==> config.mk <==
export PLATFORM = sky130hd
export DESIGN_NAME = hamming_enc_arbiter
export DESIGN_NICKNAME = d
export VERILOG_FILES = /design/src/rtl/hamming_pkg.sv /design/src/rtl/hamming_encoder_74.sv /design/src/rtl/hamming_enc_arbiter.sv
export SDC_FILE = /design/constraint.sdc
export NUM_CORES = 1
export LEC_CHECK = 0
export CORE_AREA = 2 2 63 65
export CTS_CLUSTER_SIZE = 10
export DETAILED_ROUTE_END_ITERATION = 10
export DIE_AREA = 0 0 65 67
export GPL_TIMING_DRIVEN = 0
export PLACE_DENSITY = 0.77
export SLEW_MARGIN = 20
export SYNTH_ARGS = -nofsm -noshare
export SYNTH_HDL_FRONTEND = slang
export SYNTH_SLANG_ARGS = --single-unit
==> constraint.sdc <==
create_clock -name clk -period 7.7 [get_ports clk]
set_input_delay 1.54 -clock clk [delete_from_list [all_inputs] [get_ports clk]]
set_output_delay 1.54 -clock clk [all_outputs]
set_load 0.01 [all_outputs]
==> src/rtl/hamming_pkg.sv <==
// Shared Hamming(7,4) even-parity definitions.
// Codeword layout is {d3,d2,d1,p2,d0,p1,p0}.
package hamming_pkg;

    localparam int HAM_DATA_W = 4;
    localparam int HAM_CODE_W = 7;

    localparam int B_P0 = 0;
    localparam int B_P1 = 1;
    localparam int B_D0 = 2;
    localparam int B_P2 = 3;
    localparam int B_D1 = 4;
    localparam int B_D2 = 5;
    localparam int B_D3 = 6;

    typedef enum logic {
        EMPTY = 1'b0,
        FULL  = 1'b1
    } ostate_t;

    function automatic logic [HAM_CODE_W-1:0] ham74_encode(
        input logic [HAM_DATA_W-1:0] d
    );
        logic [HAM_CODE_W-1:0] c;
        c       = '0;
        c[B_D0] = d[0];
        c[B_D1] = d[1];
        c[B_D2] = d[2];
        c[B_D3] = d[3];
        c[B_P0] = d[0] ^ d[1] ^ d[3];
        c[B_P1] = d[0] ^ d[2] ^ d[3];
        c[B_P2] = d[1] ^ d[2] ^ d[3];
        return c;
    endfunction

endpackage

==> src/rtl/hamming_encoder_74.sv <==
// Combinational Hamming(7,4) even-parity encoder.
// Shared across the codebase; wraps ham74_encode.
module hamming_encoder_74
    import hamming_pkg::*;
(
    input  logic [HAM_DATA_W-1:0] data,
    output logic [HAM_CODE_W-1:0] code
);

    assign code = ham74_encode(data);

endmodule

==> src/rtl/hamming_enc_arbiter.sv <==
// Round-robin arbitration of NUM_REQ nibble sources onto one
// Hamming(7,4) encoder with a one-entry valid/ready output stage.
module hamming_enc_arbiter
    import hamming_pkg::*;
#(
    parameter int NUM_REQ = 4,
    parameter int ID_W    = $clog2(NUM_REQ),
    parameter int CNT_W   = 16
) (
    input  logic                    clk,
    input  logic                    rst_n,
    input  logic [NUM_REQ-1:0]      req_valid,
    input  logic [4*NUM_REQ-1:0]    req_data,
    output logic [NUM_REQ-1:0]      req_ready,
    output logic                    out_valid,
    input  logic                    out_ready,
    output logic [HAM_CODE_W-1:0]   out_code,
    output logic [ID_W-1:0]         out_id,
    output logic [CNT_W-1:0]        code_count
);

    localparam logic [ID_W:0]   NREQ = (ID_W+1)'(NUM_REQ);
    localparam logic [ID_W-1:0] LAST = ID_W'(NUM_REQ - 1);

    ostate_t                 state;
    logic                    live;
    logic [ID_W-1:0]         rr_ptr;

    logic [2*NUM_REQ-1:0]    dbl;
    logic [2*NUM_REQ-1:0]    shifted;
    logic [NUM_REQ-1:0]      rot;
    logic [ID_W-1:0]         off;
    logic [ID_W:0]           sum;
    logic                    any;
    logic [ID_W-1:0]         grant_id;
    logic [ID_W-1:0]         next_ptr;
    logic                    can_accept;
    logic                    xfer;
    logic [HAM_DATA_W-1:0]   nibble;
    logic [HAM_CODE_W-1:0]   enc;

    // Rotate so rr_ptr sits at bit 0, pick lowest, rotate back.
    always_comb begin
        dbl     = {req_valid, req_valid};
        shifted = dbl >> rr_ptr;
        rot     = shifted[NUM_REQ-1:0];
        any     = 1'b0;
        off     = '0;
        for (int i = NUM_REQ - 1; i >= 0; i--) begin
            if (rot[i]) begin
                any = 1'b1;
                off = ID_W'(i);
            end
        end
        sum = {1'b0, rr_ptr} + {1'b0, off};
        if (sum >= NREQ) begin
            sum = sum - NREQ;
        end
        grant_id = sum[ID_W-1:0];
    end

    assign next_ptr   = (grant_id == LAST) ? '0 : grant_id + ID_W'(1);
    assign out_valid  = (state == FULL);
    // live blocks grants until the first edge after reset release
    assign can_accept = live & (!out_valid | out_ready);
    assign xfer       = any & can_accept;
    assign req_ready  = xfer ? (NUM_REQ'(1) << grant_id) : '0;
    assign nibble     = req_data[{grant_id, 2'b00} +: HAM_DATA_W];

    hamming_encoder_74 u_enc (
        .data (nibble),
        .code (enc)
    );

    always_ff @(posedge clk or negedge rst_n) begin
        if (!rst_n) begin
            state      <= EMPTY;
            live       <= 1'b0;
            rr_ptr     <= '0;
            out_code   <= '0;
            out_id     <= '0;
            code_count <= '0;
        end else begin
            live <= 1'b1;
            if (out_valid && out_ready && (code_count != '1)) begin
                code_count <= code_count + CNT_W'(1);
            end
            unique case (state)
                EMPTY: begin
                    if (xfer) begin
                        state    <= FULL;
                        out_code <= enc;
                        out_id   <= grant_id;
                        rr_ptr   <= next_ptr;
                    end
                end
                FULL: begin
                    if (xfer) begin
                        out_code <= enc;
                        out_id   <= grant_id;
                        rr_ptr   <= next_ptr;
                    end else if (out_ready) begin
                        state <= EMPTY;
                    end
                end
                default: state <= EMPTY;
            endcase
        end
    end

endmodule

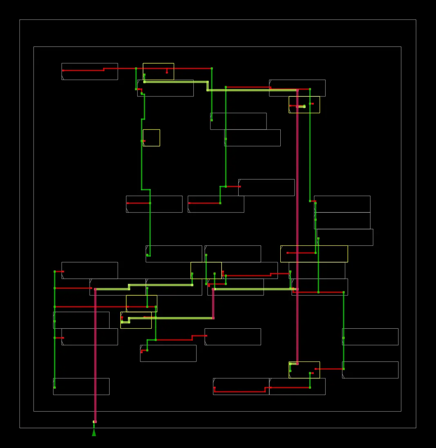
(run_1/clocks.png)
clk pwr: 0.170 mW
clock buffer count: 6
CTS sink count: 29
Clk Latency, worst-skew pair: 0.30 ns
total CTS buffers: 5

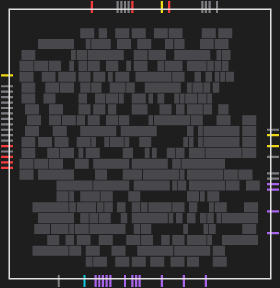
(run_1/io_placement.png)
(4 px per µm) Pins as bars across the die edge, other pins in gray.
- rst_n: cyan (pins 1; direction input; edge south)
- code_count: purple (pins 16; direction output; edge 12 south, 4 east)
- req_ready: yellow (pins 4; direction output; edge 2 east, 1 west, 1 north)
- out_code: red (pins 7; direction output; edge 4 west, 3 north)
- all pins by edge: 17 west, 14 south, 12 north, 10 east

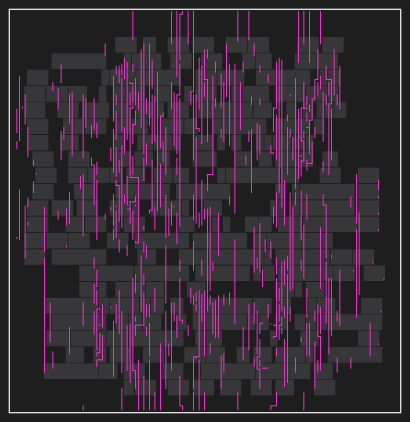
(run_1/layer_met2.png)
(6 px per µm) Cells faint in the background.
- main direction: vertical
- longest straight run: 24.8 µm
- nets with wire on the layer: 229
- wire length on this layer: 1860 µm
- share of all routed wire: 47%

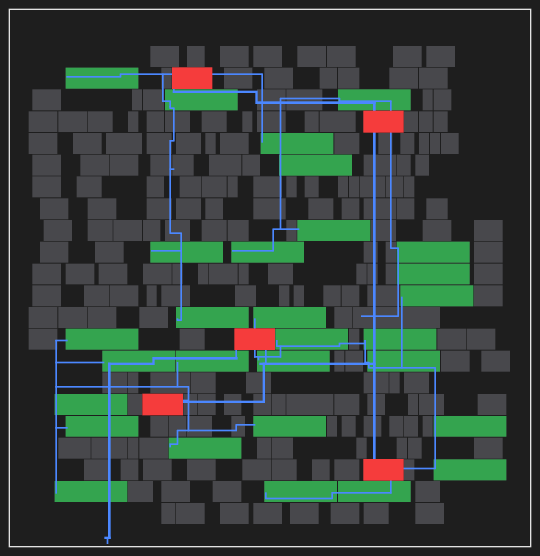
(run_1/clk_routes.png)
(8 px per µm)
- clock wires: blue (length 452 µm)
- flip-flops: green (count 29)
- clock drivers: red (count 5)
- flops lie: widely spread

==> results_slide.txt, run 1 <==
Synthesis and Place & Route Summary

Outcome
  • Status: completed

Logic synthesis
  • Simple-Gate Area Share: 0.198
  • Yosys reg bits: 29
  • Seq/Total Area, Yosys: 0.417
  • Dominant synthesized flop cell: dfrtp_1
  • EDFF count, synth: 0
  • Synthesized area: about 0.0017 mm²
  • Yosys top cell by area: dfrtp_1
  • Yosys adder share: 0.0287
  • Library cells used by synthesis: 38
  • XOR-XNOR Cells, Area Fraction: 0.141
  • Top cells by area: dfrtp_1, xnor2_1, mux2i_1
  • Post-synthesis instance total: 176
  • Top-area cell share: 0.417
  • Top-count cell post-synth: dfrtp_1
  • Main combinational cell family by area after synthesis: simple AND/OR/NAND/NOR gates
  • Yosys stat area: 0.00174 mm²
  • Top post-synthesis cells by count: dfrtp_1, xnor2_1, nand2_1, mux2i_1, nor2_1
  • Syn Nets: between 200 and 250
  • Mux share: 0.0761
  • # Cells Yosys: 176
  • Ys async rst share: 1.00
  • Synth warn: 0
  • Aoi share: 0.105
  • Syn avg cell area: roughly 10 µm²

Power and ir drop
  • Switching fraction of total power: 0.378
  • Comb pwr share: 0.537
  • Peak supply drop: 0.169 mV
  • Clock power share: 0.193
  • PwrDens: about 360 mW/mm²
  • Final Total Pwr: around 0.9 mW
  • Lkg Pwr: 1.03 nW
  • Sequential Power Share: 0.269
  • Net Sw Power: 0.332 mW
  • Design internal power: roughly 0.55 mW

Global route
  • Grt met3 use: 0.0676
  • Met1 Track Usage GR: 0.238
  • GRT Util Overall: 0.202
  • GR Util met2: 0.332
  • Global-route wire length before repair: 6.56 mm
  • Antenna violations before repair: 0
  • Vias in the first global route: between 1000 and 1500
  • Layer with the highest usage: met2
  • Largest net degree at the start of global routing: 30
  • GR Overflow Total: 0

Worst setup path
  • Crit-path cells: clkdlybuf4s50_1 > inv_1 > o21ai_0 > a21oi_1 > nor3_1 > a21oi_1 > ha_1 > xor2_1 > a31oi_1 > or2_1 > buf_6 > ha_1 > and2_1 > clkdlybuf4s50_1
  • CP Data Required Time: around 6.2 ns
  • Signal arrival time at the worst endpoint: a little under 5 ns
  • Worst path bufs/invs: 4
  • Crit-path leading delay family: buffers and inverters
  • CP Capture Type: output port
  • Crit path max fanout: 11
  • CP startpoint kind: primary input
  • Critical path's largest stage delay: around 0.60 ns
  • Worst Setup Path Type: in -> out
  • Crit-path slowest cell: clkdlybuf4s50_1

Clock tree
  • CTS tree: yes
  • CTS max path bufs: 2
  • Post-CTS Hold Fix Bufs: 0
  • Post-CTS Resized: 0
  • H-tree Lvls: 2
  • Clock transition at path regs: approximately 0.07 ns
  • CTS root buffer: clkbuf_8
  • Setup Fix Bufs, Post-CTS: 0

Route
  • WL final: 4.01 mm
  • DR WL/cell: about 14 µm
  • Avg Vias per Cell: 5.34
  • Initial DRC count: ~150
  • DR vias: 1517
  • Routed Antenna Nets: 0
  • DRC: 0
  • DR pass1 iterations: 4

Floorplan
  • Chip width: 65 µm
  • Die Height: 67 µm
  • Core area: around 0.0036 mm²
  • Fp_density: 0.483
  • Std cell rows: 22
  • Io pins: between 50 and 60
  • Total die size: 0.00436 mm²

Layout
  • Nets: ~260
  • Antenna cells: 0
  • Storage cell area: between 700 and 800 µm²
  • Non-Filler Instances: roughly 280
  • MI comb area: approximately 960 µm²
  • # fillers: about 290
  • Finished Cell Area: ~0.0024 mm²
  • Layout Utilization: 0.676
  • Top cells excl fill/tap: clkdlybuf4s50_1, dfrtp_1, xnor2_1
  • Most frequent logic cell in the layout: clkdlybuf4s50_1
  • Fraction of layout cells with a size suffix above 1: 0.0636
  • Synth-to-layout area growth: 39.9%

STA
  • Hold WS: roughly 0.5 ns
  • Worst Setup Slack, final: roughly 1.3 ns
  • Final cycle utilization of the critical path: 0.827
  • Unrepaired setup endpoints after global routing: false
  • Measured slew at the worst slew-check pin: a little over 0.7 ns
  • Clock skew: 0.00397 ns
  • FMAX: roughly 160 MHz
  • Slew Viols, Final: 0
  • Slew margin rel.: 0.528
  • Setup violators final: 0
  • Setup TNS: 0 ns
  • Final Hold Fails: 0
  • Post-layout min period: ~6.4 ns

Placement
  • PortBufs: about 52
  • Placer Congestion: 0.814
  • Placed cell count: 276
  • Placement Setup Slack: about 1.4 ns
  • Hpwl dp: between 2 and 3 mm
  • Placement Cell Area: 0.00232 mm²

Hold path
  • Hold Crit Class: reg -> reg

Run
  • Number of max-cap violations: 0
  • Tool warnings: 27
[run 1: per-layer routing]
layer	vias to the layer above	part of all wire	routed length, µm
li1	747	-	-
met4	0	0.020	79
met1	708	0.45	1820
met5	-	0	0
met2	52	0.47	1860
met3	10	0.061	243
[run 1: registers in the layout, indices dropped and copies added, names as in the netlist]
register,flops
code_count,16
live,1
out_code,7
out_id,2
out_valid,1
rr_ptr,2
[run 1: final timing paths]
path                               start             to  slack [ns]  cells after the start
min in group asynchronous          rst_n  code_count[0]        1.27                      1
hold / removal             code_count[9]  code_count[9]        0.49                      1
max in group asynchronous          rst_n      rr_ptr[0]        6.01                      1
setup / recovery            req_valid[0]   req_ready[3]        1.33                     14
hold reg to reg            code_count[9]  code_count[9]        0.49                      1
setup reg to reg               rr_ptr[1]      rr_ptr[1]        4.76                     14
[run 1: cells by family after synthesis]
family                   count (synthesis)
flip-flops                              29
AND-OR/OR-AND                           23
AND/OR/NAND/NOR                         67
adder cells (fa/ha/maj)                  4
XOR/XNOR                                28
other                                    1
buffers and inverters                   11
multiplexers                            13
[run 1: power groups by stage]
stage | combinational [mW] | clock, mW | sequential [mW]
3_3_place_gp | 0.463 | 0 | 0.238
2_1_floorplan | 0.287 | 0 | 0.251
5_1_grt | 0.513 | 0.182 | 0.243
6_report | 0.472 | 0.170 | 0.237
4_1_cts | 0.473 | 0.174 | 0.236
3_5_place_dp | 0.468 | 0 | 0.238
[run 1: layout make-up]
cell class / instances / area share
multi-input cells: 136 / 0.393
flip-flops and latches: 29 / 0.298
repair buffers: 52 / 0.211
clock buffers: 6 / 0.0339
well taps: 48 / 0.0246
plain buffers: 8 / 0.0190
clock inverters: 2 / 0.0154
inverters: 3 / 0.00462
==> run 2, diff against run 1 <==
CORE_AREA = 2 2 64 66   (was 2 2 63 65)
DIE_AREA = 0 0 66 68   (was 0 0 65 67)
PLACE_DENSITY = 0.75   (was 0.77)
clock period = 6.1 ns   (was 7.7 ns; I/O delays follow)
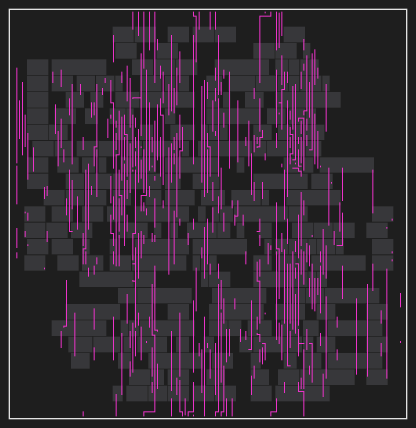
(run_2/layer_met2.png)
(6 px per µm) Cells faint in the background.
- longest straight run: 21.4 µm
- main direction: vertical

==> results_slide.txt, run 2 <==
Synthesis and Place & Route Summary

STA
  • Setup violators final: 0 (unchanged)
  • Clock skew: 0.00401 ns (+0.0000410 ns)
  • Hold WS: 0.475 ns (-0.0112 ns)
  • Measured slew at the worst slew-check pin: 0.714 ns (+0.00917 ns)
  • Slew margin rel.: 0.522 (-0.00614)
  • Unrepaired setup endpoints after global routing: false
  • Worst Setup Slack, final: 0.370 ns (-0.961 ns)
  • Final cycle utilization of the critical path: 0.939
  • Post-layout min period: ~5.7 ns
  • Setup TNS: 0 ns (unchanged)
  • Slew Viols, Final: 0 (unchanged)

Logic synthesis
  • Synthesized area: 0.00174 mm² (unchanged)
  • Top post-synthesis cells by count: dfrtp_1, xnor2_1, nand2_1, mux2i_1, nor2_1
  • Yosys top cell by area: dfrtp_1
  • Yosys stat area: 0.00174 mm² (unchanged)
  • Seq/Total Area, Yosys: 0.417 (unchanged)
  • Top cells by area: dfrtp_1, xnor2_1, mux2i_1
  • # Cells Yosys: 176 (unchanged)
  • Dominant synthesized flop cell: dfrtp_1
  • Top-area cell share: 0.417 (unchanged)
  • Top-count cell post-synth: dfrtp_1
  • Syn avg cell area: 9.90 µm² (unchanged)
  • Yosys reg bits: 29 (unchanged)
  • Post-synthesis instance total: 176 (unchanged)
  • Syn Nets: 203 (unchanged)
  • EDFF count, synth: 0 (unchanged)
  • Synth warn: 0 (unchanged)
  • Ys async rst share: 1.00 (unchanged)
  • Library cells used by synthesis: 38 (unchanged)

Layout
  • Finished Cell Area: 0.00242 mm² (-0.56%)
  • Nets: 262 (unchanged)
  • # fillers: 350 (+21%)
  • Non-Filler Instances: 285 (+0.35%)
  • Top flop regs: code_count: 16 flops, out_code: 7 flops
  • Antenna cells: 0 (unchanged)
  • Top cells excl fill/tap: clkdlybuf4s50_1, dfrtp_1, xnor2_1
  • Largest register FFs: 16 (unchanged)
  • Most frequent logic cell in the layout: clkdlybuf4s50_1
  • Fraction of layout cells with a size suffix above 1: 0.0596 (-0.00398)
  • Largest Register: code_count
  • Synth-to-layout area growth: 39.2%

Clock tree
  • Setup Fix Bufs, Post-CTS: 0 (unchanged)
  • Clock transition at path regs: 0.06 ns (about the same)
  • CTS sink count: 29 (unchanged)
  • Total CTS buffers: 5 (unchanged)
  • CTS max path bufs: 2 (unchanged)
  • Post-CTS Hold Fix Bufs: 0 (unchanged)
  • CTS tree: yes
  • Clk Latency, worst-skew pair: 0.27 ns (-0.03 ns)
  • Post-CTS Resized: 0 (unchanged)

Route
  • DRC: 0 (unchanged)
  • DR WL met2: 1.84 mm (-1.3%)
  • DR WL/cell: 13.3 µm (-5.8%)
  • Met1 Routed Length: 1.72 mm (-5.3%)
  • Met3 wire length: 181 µm (-26%)
  • Avg Vias per Cell: 5.34 (about the same)
  • Top Layer Used: met4
  • Routed Antenna Nets: 0 (unchanged)
  • DR vias: 1523 (+0.40%)
  • WL final: 3.79 mm (-5.5%)

Worst setup path
  • CP Capture Type: output port
  • CP Data Required Time: 4.88 ns (-1.28 ns)
  • CP startpoint: req_valid[0]
  • Crit-path leading delay family: buffers and inverters
  • Crit-path slowest cell: clkdlybuf4s50_1
  • Worst path bufs/invs: 4 (unchanged)
  • CP startpoint kind: primary input
  • Signal arrival time at the worst endpoint: 4.51 ns (-0.32 ns)
  • Launch point of the worst reg-to-reg path: rr_ptr[1]
  • Crit-path cells: clkdlybuf4s50_1 > inv_1 > o21ai_0 > a21oi_1 > nor3_1 > a21oi_1 > ha_1 > xor2_1 > a31oi_1 > or2_1 > buf_6 > ha_1 > and2_1 > clkdlybuf4s50_1
  • Worst Setup Path Type: in -> out
  • Crit path max fanout: 11 (unchanged)

Run
  • Tool warnings: 27 (unchanged)
  • Number of max-cap violations: 0 (unchanged)

Power and ir drop
  • Final Total Pwr: 1.08 mW (+23%)
  • PwrDens: 445 mW/mm² (+23%)

Floorplan
  • Total die size: 0.00449 mm² (+3.1%)
  • Std cell rows: 23 (+4.5%)
  • Core area: 0.00386 mm² (+6.9%)
  • Io pins: 53 (unchanged)
  • Chip width: 66 µm (+1.5%)
  • Die Height: 68 µm (+1.5%)

Global route
  • GRT Util Overall: 0.186 (-0.0162)
  • Antenna violations before repair: 0 (unchanged)
  • Vias in the first global route: 1406 (-3.6%)
  • Largest net degree at the start of global routing: 30 (unchanged)
  • GR Overflow Total: 0 (unchanged)

Placement
  • PortBufs: 52 (unchanged)
  • Placed cell count: 278 (+0.72%)
  • Hpwl dp: 2.85 mm (-2.4%)
  • Placement Setup Slack: 0.388 ns (-1.02 ns)
  • Placer Congestion: 0.784 (-3.6%)

Hold path
  • Worst hold start: out_id[0]
  • Hold Crit Class: reg -> reg

Outcome
  • Status: completed
run 2: cell counts after synthesis:
Identical to the previous run, type by type.
run 2: kinds of logic (layout without fill, tap and decap cells):
kind of cell,count (synthesis),in the layout,synth area share
xor+xnor,28,28,0.141
other cells,1,1,0.00215
mux,13,13,0.0762
flops,29,29,0.417
buf+inv,11,70,0.0330
simple gates,67,67,0.198
compound gates,23,23,0.105
fa+ha+maj,4,4,0.0287
run 2: worst paths after layout:
| path | endpoint | slack [ns] | cells past startpoint |
|---|---|---|---|
| max in group asynchronous | code_count[7] | 4.71 | 1 |
| hold reg to reg | out_id[0] | 0.47 | 2 |
| min in group asynchronous | code_count[4] | 0.97 | 1 |
| setup / recovery | req_ready[3] | 0.37 | 14 |
| setup reg to reg | rr_ptr[1] | 3.19 | 14 |
| hold / removal | out_id[0] | 0.47 | 2 |
run 2: area by class of cell:
| class | count | area (µm²) | share of cell area |
|---|---|---|---|
| buffer | 8 | 46.3 | 0.0191 |
| clock buffer | 5 | 68.8 | 0.0284 |
| tap | 50 | 62.6 | 0.0258 |
| timing repair buffer | 52 | 515 | 0.213 |
| clock inverter | 2 | 35.0 | 0.0145 |
| multi-input combinational | 136 | 958 | 0.395 |
| inverter | 3 | 11.3 | 0.00465 |
| sequential | 29 | 726 | 0.299 |
run 2: metal layers:
| layer | vias to the layer above | track usage |
|---|---|---|
| li1 | 743 | - |
| met1 | 725 | 0.243 |
| met2 | 50 | 0.304 |
| met3 | 5 | 0.0461 |
| met4 | 0 | 0.0638 |
| met5 | - | 0 |
run 2: report_power, final:
group	switching [mW]	internal, mW
registers	0.0486	0.251
logic	0.285	0.307
clock network	0.0690	0.118
total	0.402	0.676
run 2: tightest hold or removal path: stages (launching register included):
cell,delay (ns)
dfrtp_1,0.34
nand2_1,0.05
nand2_1,0.05
Power figures rest on the tool's default switching activity, not on a simulated workload.
